## src/rtl/rx_mac.sv

```systemverilog
// rtl/rx_mac.sv - receive-side Ethernet MAC: preamble/SFD strip, FCS check/strip, AXI-Stream out
//
// Purpose: accepts one byte per cycle from the PHY adapter, hunts for preamble + SFD,
// delays the frame through a 4-byte hold register so the FCS never reaches the stream,
// checks CRC-32, and reports frame status on tuser of the tlast beat.
//
// Ports:
//   clk                 clock, rx data sampled on rising edge
//   reset               asynchronous active-high reset
//   rgmii_mac_rx_data   received byte
//   rgmii_mac_rx_dv     byte valid (preamble..FCS)
//   rgmii_mac_rx_er     PHY receive error for current byte
//   m_rx_axis_tdata     payload byte
//   m_rx_axis_tvalid    beat valid
//   m_rx_axis_tlast     last payload byte of frame
//   m_rx_axis_tuser     on tlast beat: 1 = frame bad
//   m_rx_axis_trdy      downstream ready
//   rx_good_frames / rx_bad_frames / rx_drop_frames
//                       32-bit saturating frame counters, present only when
//                       RX_MAC_STATS_EN is defined
module rx_mac #(
  parameter int DATA_WIDTH    = 8,
  parameter int MIN_FRAME_LEN = 64
) (
  input  logic                  clk,
  input  logic                  reset,
  input  logic [DATA_WIDTH-1:0] rgmii_mac_rx_data,
  input  logic                  rgmii_mac_rx_dv,
  input  logic                  rgmii_mac_rx_er,
  output logic [DATA_WIDTH-1:0] m_rx_axis_tdata,
  output logic                  m_rx_axis_tvalid,
  output logic                  m_rx_axis_tlast,
  output logic                  m_rx_axis_tuser,
  input  logic                  m_rx_axis_trdy
`ifdef RX_MAC_STATS_EN
  ,
  output logic [31:0]           rx_good_frames,
  output logic [31:0]           rx_bad_frames,
  output logic [31:0]           rx_drop_frames
`endif
);

  localparam logic [DATA_WIDTH-1:0] PRE_BYTE = DATA_WIDTH'('h55);
  localparam logic [DATA_WIDTH-1:0] SFD_BYTE = DATA_WIDTH'('hD5);
  localparam logic [31:0]           CRC_INIT = 32'hFFFF_FFFF;
  localparam logic [31:0]           CRC_GOOD = 32'hDEBB_20E3;

  typedef enum logic [2:0] {
    S_IDLE,
    S_PREAMBLE,
    S_PAYLOAD,
    S_END,
    S_DROP
  } state_t;

  state_t state, state_nxt;

  // input sampling stage
  logic [DATA_WIDTH-1:0] data_r;
  logic                  dv_r;
  logic                  er_r;
  // cleared by reset, set once dv has been seen low; keeps a reset landing
  // mid-frame from locking onto a stray 0x55 inside that frame
  logic                  armed;

  // FCS hold register: hold[3] is the oldest byte once hold_cnt reaches 4
  logic [DATA_WIDTH-1:0] hold [4];
  logic [2:0]            hold_cnt;
  logic [DATA_WIDTH-1:0] cand;
  logic                  cand_valid;

  logic [31:0] crc;
  logic [31:0] crc_nxt;
  logic [15:0] len;
  logic        er_flag;
  logic        ovf_flag;
  logic        pending_end;

  // output register
  logic [DATA_WIDTH-1:0] out_data;
  logic                  out_valid;
  logic                  out_last;
  logic                  out_user;

  // combinational control
  logic                  push;
  logic                  issue;
  logic                  issue_last;
  logic                  issue_user;
  logic                  load;
  logic [DATA_WIDTH-1:0] load_data;
  logic                  load_last;
  logic                  load_user;
  logic                  out_free;
  logic                  frame_bad;
  logic                  end_blocked;
  logic                  runt;

  function automatic logic [31:0] crc_byte(input logic [31:0] c, input logic [DATA_WIDTH-1:0] d);
    logic [31:0] r;
    r = c ^ {{(32-DATA_WIDTH){1'b0}}, d};
    for (int i = 0; i < DATA_WIDTH; i++) begin
      r = r[0] ? ((r >> 1) ^ 32'hEDB8_8320) : (r >> 1);
    end
    return r;
  endfunction

  assign crc_nxt     = crc_byte(crc, data_r);
  assign runt        = (len < 16'(MIN_FRAME_LEN));
  assign frame_bad   = (crc != CRC_GOOD) | er_flag | runt | ovf_flag;
  assign out_free    = !out_valid || m_rx_axis_trdy;
  assign end_blocked = issue && issue_last && !out_free;

  always_comb begin
    state_nxt  = state;
    push       = (state == S_PAYLOAD) && dv_r;
    issue      = 1'b0;
    issue_last = 1'b0;
    issue_user = 1'b0;
    load       = 1'b0;
    load_data  = '0;
    load_last  = 1'b0;
    load_user  = 1'b0;

    // the candidate is only known to be non-last once another byte arrives
    if (push && cand_valid) begin
      issue = 1'b1;
    end
    if (state == S_END && cand_valid) begin
      issue      = 1'b1;
      issue_last = 1'b1;
      issue_user = frame_bad;
    end

    if (issue) begin
      if (out_free) begin
        load      = 1'b1;
        load_data = cand;
        load_last = issue_last;
        load_user = issue_user;
      end
    end else if (pending_end && out_free) begin
      // substitute terminator for a tlast beat lost to overflow
      load      = 1'b1;
      load_data = '0;
      load_last = 1'b1;
      load_user = 1'b1;
    end

    case (state)
      S_IDLE: begin
        if (armed && dv_r) begin
          state_nxt = (data_r == PRE_BYTE && !pending_end) ? S_PREAMBLE : S_DROP;
        end
      end
      S_PREAMBLE: begin
        if (!dv_r) begin
          state_nxt = S_DROP;
        end else if (data_r == SFD_BYTE) begin
          state_nxt = S_PAYLOAD;
        end else if (data_r != PRE_BYTE) begin
          state_nxt = S_DROP;
        end
      end
      S_PAYLOAD: begin
        if (!dv_r) begin
          state_nxt = S_END;
        end
      end
      S_END: begin
        // a new frame may start in the same cycle the tlast beat goes out
        if (dv_r) begin
          state_nxt = (data_r == PRE_BYTE && !pending_end && !end_blocked) ? S_PREAMBLE : S_DROP;
        end else begin
          state_nxt = S_IDLE;
        end
      end
      S_DROP: begin
        if (!dv_r) begin
          state_nxt = S_IDLE;
        end
      end
      default: state_nxt = S_IDLE;
    endcase
  end

  always_ff @(posedge clk or posedge reset) begin
    if (reset) begin
      state       <= S_IDLE;
      data_r      <= '0;
      dv_r        <= 1'b0;
      er_r        <= 1'b0;
      armed       <= 1'b0;
      hold        <= '{default: '0};
      hold_cnt    <= '0;
      cand        <= '0;
      cand_valid  <= 1'b0;
      crc         <= CRC_INIT;
      len         <= '0;
      er_flag     <= 1'b0;
      ovf_flag    <= 1'b0;
      pending_end <= 1'b0;
      out_data    <= '0;
      out_valid   <= 1'b0;
      out_last    <= 1'b0;
      out_user    <= 1'b0;
    end else begin
      data_r <= rgmii_mac_rx_data;
      dv_r   <= rgmii_mac_rx_dv;
      er_r   <= rgmii_mac_rx_er;
      armed  <= armed | ~rgmii_mac_rx_dv;
      state  <= state_nxt;

      if (state == S_PREAMBLE && state_nxt == S_PAYLOAD) begin
        hold_cnt   <= '0;
        cand_valid <= 1'b0;
        crc        <= CRC_INIT;
        len        <= '0;
        er_flag    <= 1'b0;
        ovf_flag   <= 1'b0;
      end else if (push) begin
        hold[3] <= hold[2];
        hold[2] <= hold[1];
        hold[1] <= hold[0];
        hold[0] <= data_r;
        if (hold_cnt == 3'd4) begin
          cand       <= hold[3];
          cand_valid <= 1'b1;
        end else begin
          hold_cnt <= hold_cnt + 3'd1;
        end
        crc     <= crc_nxt;
        er_flag <= er_flag | er_r;
        if (len != 16'hFFFF) begin
          len <= len + 16'd1;
        end
      end else if (state == S_END) begin
        cand_valid <= 1'b0;
      end

      if (issue && !out_free && !issue_last) begin
        ovf_flag <= 1'b1;
      end

      if (load) begin
        out_valid <= 1'b1;
        out_data  <= load_data;
        out_last  <= load_last;
        out_user  <= load_user;
      end else if (m_rx_axis_trdy) begin
        out_valid <= 1'b0;
        out_last  <= 1'b0;
        out_user  <= 1'b0;
      end

      if (end_blocked) begin
        pending_end <= 1'b1;
      end else if (load && !issue) begin
        pending_end <= 1'b0;
      end
    end
  end

  assign m_rx_axis_tdata  = out_data;
  assign m_rx_axis_tvalid = out_valid;
  assign m_rx_axis_tlast  = out_last;
  assign m_rx_axis_tuser  = out_user;

`ifdef RX_MAC_STATS_EN
  logic enter_drop;
  assign enter_drop = (state_nxt == S_DROP) && (state != S_DROP);

  always_ff @(posedge clk or posedge reset) begin
    if (reset) begin
      rx_good_frames <= '0;
      rx_bad_frames  <= '0;
      rx_drop_frames <= '0;
    end else begin
      if (load && load_last && !load_user && rx_good_frames != 32'hFFFF_FFFF) begin
        rx_good_frames <= rx_good_frames + 32'd1;
      end
      if (load && load_last && load_user && rx_bad_frames != 32'hFFFF_FFFF) begin
        rx_bad_frames <= rx_bad_frames + 32'd1;
      end
      if (enter_drop && rx_drop_frames != 32'hFFFF_FFFF) begin
        rx_drop_frames <= rx_drop_frames + 32'd1;
      end
    end
  end
`endif

endmodule

```

## config.mk

```make
export PLATFORM = sky130hd
export DESIGN_NAME = rx_mac
export DESIGN_NICKNAME = d
export VERILOG_FILES = /design/src/rtl/rx_mac.sv
export SDC_FILE = /design/constraint.sdc
export NUM_CORES = 1
export LEC_CHECK = 0
export ABC_AREA = 1
export CORE_MARGIN = 2
export CORE_UTILIZATION = 51
export DETAILED_ROUTE_END_ITERATION = 8
export GPL_TIMING_DRIVEN = 0
export PLACE_DENSITY_LB_ADDON = 0.08
export SLEW_MARGIN = 0
export SYNTH_ARGS = -nofsm -noshare
export SYNTH_HDL_FRONTEND = slang
export SYNTH_SLANG_ARGS = --single-unit
```

## constraint.sdc

```tcl
create_clock -name clk -period 5.36 [get_ports clk]
set_input_delay 0.536 -clock clk [delete_from_list [all_inputs] [get_ports clk]]
set_output_delay 0.536 -clock clk [all_outputs]
set_load 0.02 [all_outputs]
```

**Run 1: clock distribution**

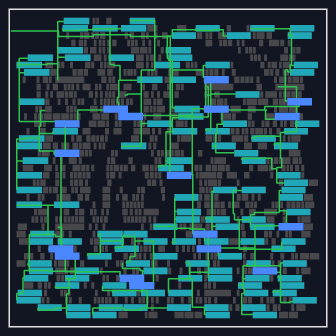
[green] clock wires | length: 1,660 um
[cyan] flip-flops | count: 120
[blue] clock-net drivers | count: 17
routed clock nets: 18

**Run 1: sizing map**

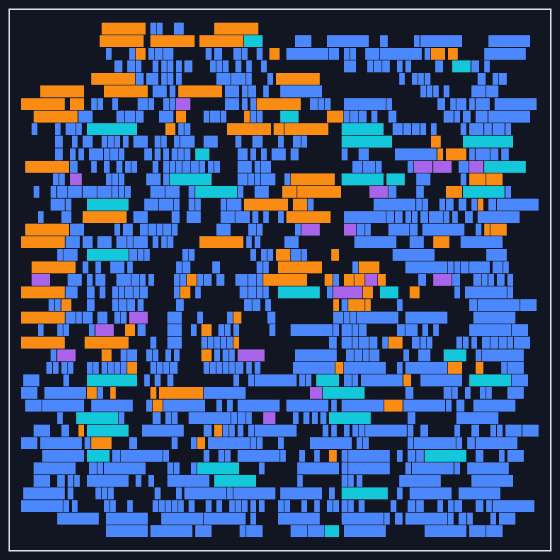
| colour | size | cells | share | most used |
|---|---|---|---|---|
| cyan | x6 and larger | 32 | 3.7% | clkbuf_16 |
| blue | x1 and smaller | 726 | 84% | nand2_1 |
| purple | x3 and x4 | 18 | 2.1% | nand2_4 |
| orange | x2 | 91 | 10% | dfstp_2 |
P&R area growth vs syn: 17.2%
Final WS setup: 3.46 ns
design area: 7620 um2
Non-clock buffers: 43

==> out/qor.csv, run 1 <==
metric,value,unit
rsz0062_at_grt,no,
worst_path_largest_cell_delay,0.60,ns
ctsResizeCount,0,
hold_class,flop to flop,
worstSetupPathType,flop to primary output,
startpoint_type,flop,
finalNetCount,870,
syn_avg_cell_area,8.02,um2
cp.required,4.82,ns
gp_congestion,0.907,
cp.arrival,1.37,ns
powerDensity,301,nW/um2
grt_use_met1,32.6,%
dp.cells,1007,
yosysSeqAreaShare,46.8,%
num_rows,41,
fin_tns_setup,0,ns
seq_cells,120,
path_cells,clkdlybuf4s50_1,
path_clk_slew,0.06,ns
clockBufferDepth,2,
fillers,1157,
grt-ovfl-total,0,
cp_top_family,buffers and inverters,
top_level_ports,24,
leakagePower,3.94,nW
maxCapViolCount,0,
top_cells_by_area,"dfrtp_1 34%, nand2_1 16%, dfstp_2 13%",
seq_area,3040,um2
ys.warnings.count,0,
outcome,finished clean,
relSlewSlack,64.3,%
track_usage,25.3,%
place_ws,3.53,ns
drv_slew,0,
logic_area,2930,um2
internal_power,0.00177,W
**Run 1: gate-type map**

Bar = 20 um.
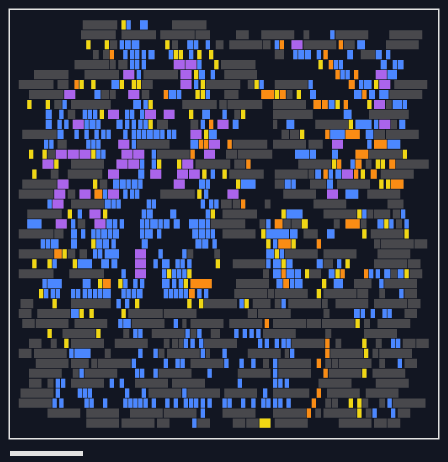
| colour | family | cells |
|---|---|---|
| orange | nor cells | 55 |
| yellow | inv cells | 105 |
| blue | nand cells | 381 |
| purple | xor and xnor cells | 50 |
Layout Cells excl Fill: 1,039
logic share of the area: 38.5%
dominant logic cell type in the layout: nand2_1

**Run 1: routing congestion**

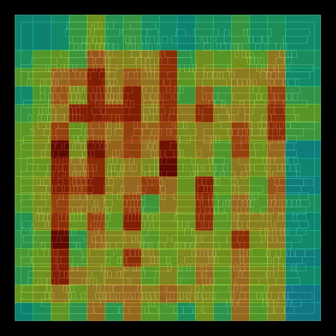
GRT busiest layer: met2
Layout Utilization: 60.9%

## run 1: state kept, by name, summed over array words and instances, names as in the netlist, 3 cells and up
name             cells
m_rx_axis_tdata      8
data_r               8
len                 16
crc                 32
cand                 8
hold_cnt             3
state                3
hold                32
## run 1: kinds of logic (layout without fill, tap and decap cells)
| family | count (synthesis) | in the layout | synth area share [%] |
|---|---|---|---|
| DFF | 120 | 120 | 46.8 |
| AOI/OAI and AO/OA | 68 | 68 | 6.04 |
| muxes | 1 | 1 | 0.173 |
| and+or+nand+nor | 445 | 445 | 31.6 |
| xor gates and xnor gates | 50 | 50 | 6.73 |
| buffers and inverters | 124 | 180 | 8.10 |
| adders and majority gates | 3 | 3 | 0.577 |
## run 1: final timing paths
check | from | to | slack [ns] | depth (start not counted)
setup / recovery | m_rx_axis_tdata[6] | m_rx_axis_tdata[6] | 3.46 | 1
hold / removal | hold[24] | hold[16] | 0.46 | 2
setup reg to reg | crc[5] | crc[21] | 3.52 | 11
hold reg to reg | hold[24] | hold[16] | 0.46 | 2
max in group asynchronous | reset | crc[9] | 4.11 | 3
min in group asynchronous | reset | m_rx_axis_tdata[0] | 0.51 | 2
## run 1: Yosys cell counts (2+ instances only)
cell type	instances
ha_1	3
o21bai_1	2
and3_1	2
inv_2	10
xnor2_1	14
o22ai_1	11
a21oi_1	8
nand4_1	16
buf_6	5
inv_1	94
nand2_4	7
nand2_1	269
nand4_2	3
nand3b_1	5
nand3_1	63
dfrtp_1	88
clkbuf_1	4
a21oi_2	6
or2_2	5
buf_4	4
nor4_1	4
buf_2	6
nor3_1	8
o21ai_1	8
nor2_1	34
dfstp_2	32
nor3_2	5
xor2_1	36
nor2_4	2
o21ai_0	29
nand2_2	15
nand3_2	2
## Run 2: what changed since run 1
- clock period: 5.36 -> 1.7 ns (I/O delays scaled with it)
**Run 2: gate-type map**

Bar = 20 um.
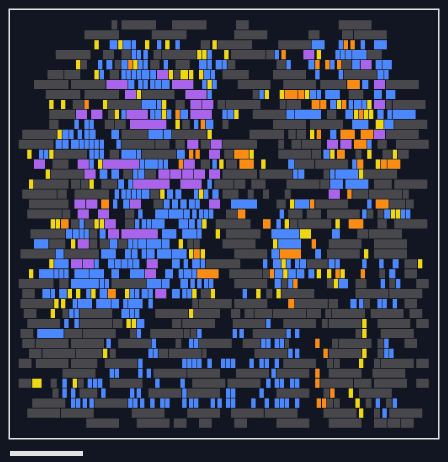
| colour | family | cells |
|---|---|---|
| yellow | inv cells | 105 |
| purple | xor and xnor cells | 50 |
| orange | nor cells | 55 |
| blue | nand cells | 382 |
Layout Cells excl Fill: 1,081
logic share of the area: 40.4%

**Run 2: signal wires on met3**

Cells faint in the background.
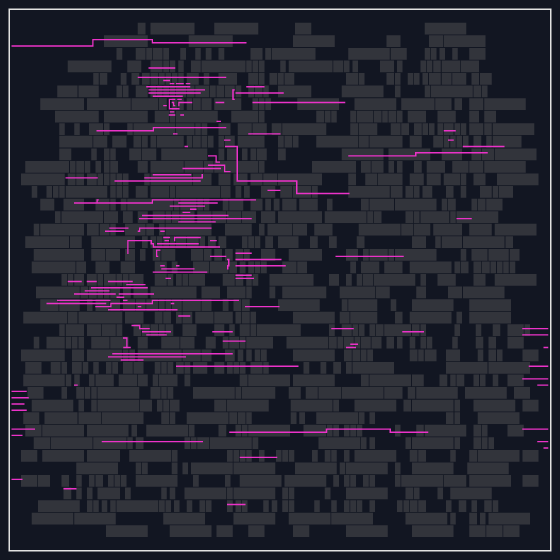
main direction: horizontal
wire length on this layer: 979 um
share of all routed wire: 5.7%
nets with wire on the layer: 95

==> run 2 against run 1 <==
Effect of this change: the run now ends with negative setup slack left; critical endpoint is now crc[17]; synthesized cell count did not move; non-clock buffer count up 41; highest routed layer unchanged; wire length increased by 9.1%; critical path depth is 9 higher; largest cell class is now logic gates; hold slack lost 0.33 ns; sequential cell count stayed put; count of clock-buffer cells in the layout grew 2.
==> out/qor.csv, run 2 <==
metric,value,unit
outcome,"complete, but fails checks",
violations,negative setup slack,
post-route-util,68.1,%
fin_ws,-0.0679,ns
worstSetupPathType,flop to flop,
powerDensity,827,nW/um2
logic_family,simple AND/OR/NAND/NOR gates,
gp_congestion,0.925,
relSlewSlack,66.4,%
drv_slew,0,
r2r-start,crc[3],
top_regs,"crc: 32 flops, hold: 32 flops, len: 16 flops",
syn2layout_area_growth,31.0,%
synthTopCellsByCount,"269 x nand2_1, 94 x inv_1, 88 x dfrtp_1",
yosysSeqAreaShare,46.8,%
num_rows,41,
yosys.area_share.adder,0.577,%
synthMuxAreaShare,0.173,%
top_cell,nand2_1,
ys_sh_xor,6.73,%
top_cells_by_area,"dfrtp_1 34%, nand2_1 16%, dfstp_2 13%",
fin_tns_setup,-0.0934,ns
r2r_slack,-0.07,ns
rr_endpoint,crc[17],
lay_top_count,nand2_1,
dp.cells,1009,
startpoint_type,flop,
simple_gate_area_share,31.6,%
design_area,8520,um2
track_usage,25.4,%
place_ws,-0.0748,ns
maxCapViolCount,0,
cp.arrival,2.13,ns
rr_worst_depth,10,
setup_viol,3,
grt-ovfl-total,0,
==> run 2: cell counts after synthesis <==
No cell type changed its count.
==> run 2: where the power goes <==
group | switching, W | internal [W] | total, W
registers | 0.0000222 | 0.00288 | 0.00290
logic | 0.000384 | 0.000238 | 0.000622
clock network | 0.00128 | 0.00224 | 0.00353
==> run 2: area by class of cell <==
type | instances | area (um2)
plain buffers | 19 | 158
clock buffers | 23 | 508
clock inverters | 9 | 87.6
fillers | 1015 | 4000
inverters | 105 | 408
multi-input cells | 568 | 3440
flip-flops and latches | 120 | 3040
well taps | 172 | 215
repair buffers | 65 | 658
==> run 2: worst max-delay path: stages, from the launching register on <==
cell	delay, ns
dfstp_2	0.57
inv_1	0.07
nand2_1	0.12
nand2_4	0.14
xnor2_4	0.22
nand2_1	0.13
nand2_1	0.14
nand3_1	0.09
nand3_1	0.09
nand2_1	0.07
inv_1	0.06
==> run 2: logic make-up (layout without fill, tap and decap cells) <==
family                   count (synthesis)  in the layout
AND/OR/NAND/NOR                        445            446
multiplexers                             1              1
adder cells (fa/ha/maj)                  3              3
flip-flops                             120            120
AND-OR/OR-AND                           68             68
XOR/XNOR                                50             50
buffers and inverters                  124            221
==> run 2: worst max path at each step <==
stage               startpoint      end  slack, ns  cells after the start
floorplan                reset    armed       0.09                      1
global placement         reset  len[11]      -1.04                      2
detailed placement      crc[5]  crc[24]      -0.07                     11
CTS                     len[0]  len[13]      0.003                     11
global route            crc[3]  crc[17]      -0.14                     10
finish                  crc[3]  crc[17]      -0.07                     10
==> run 2: per-layer routing <==
layer  share of wire (%)  routed length, um  vias up
li1                    -                  -     2742
met1                  43               7420     2723
met2                  49               8540      217
met3                 5.6                978       46
met4                 2.3                393        0
met5                   0                  0        -
Power is estimated from default activity; no workload was simulated.
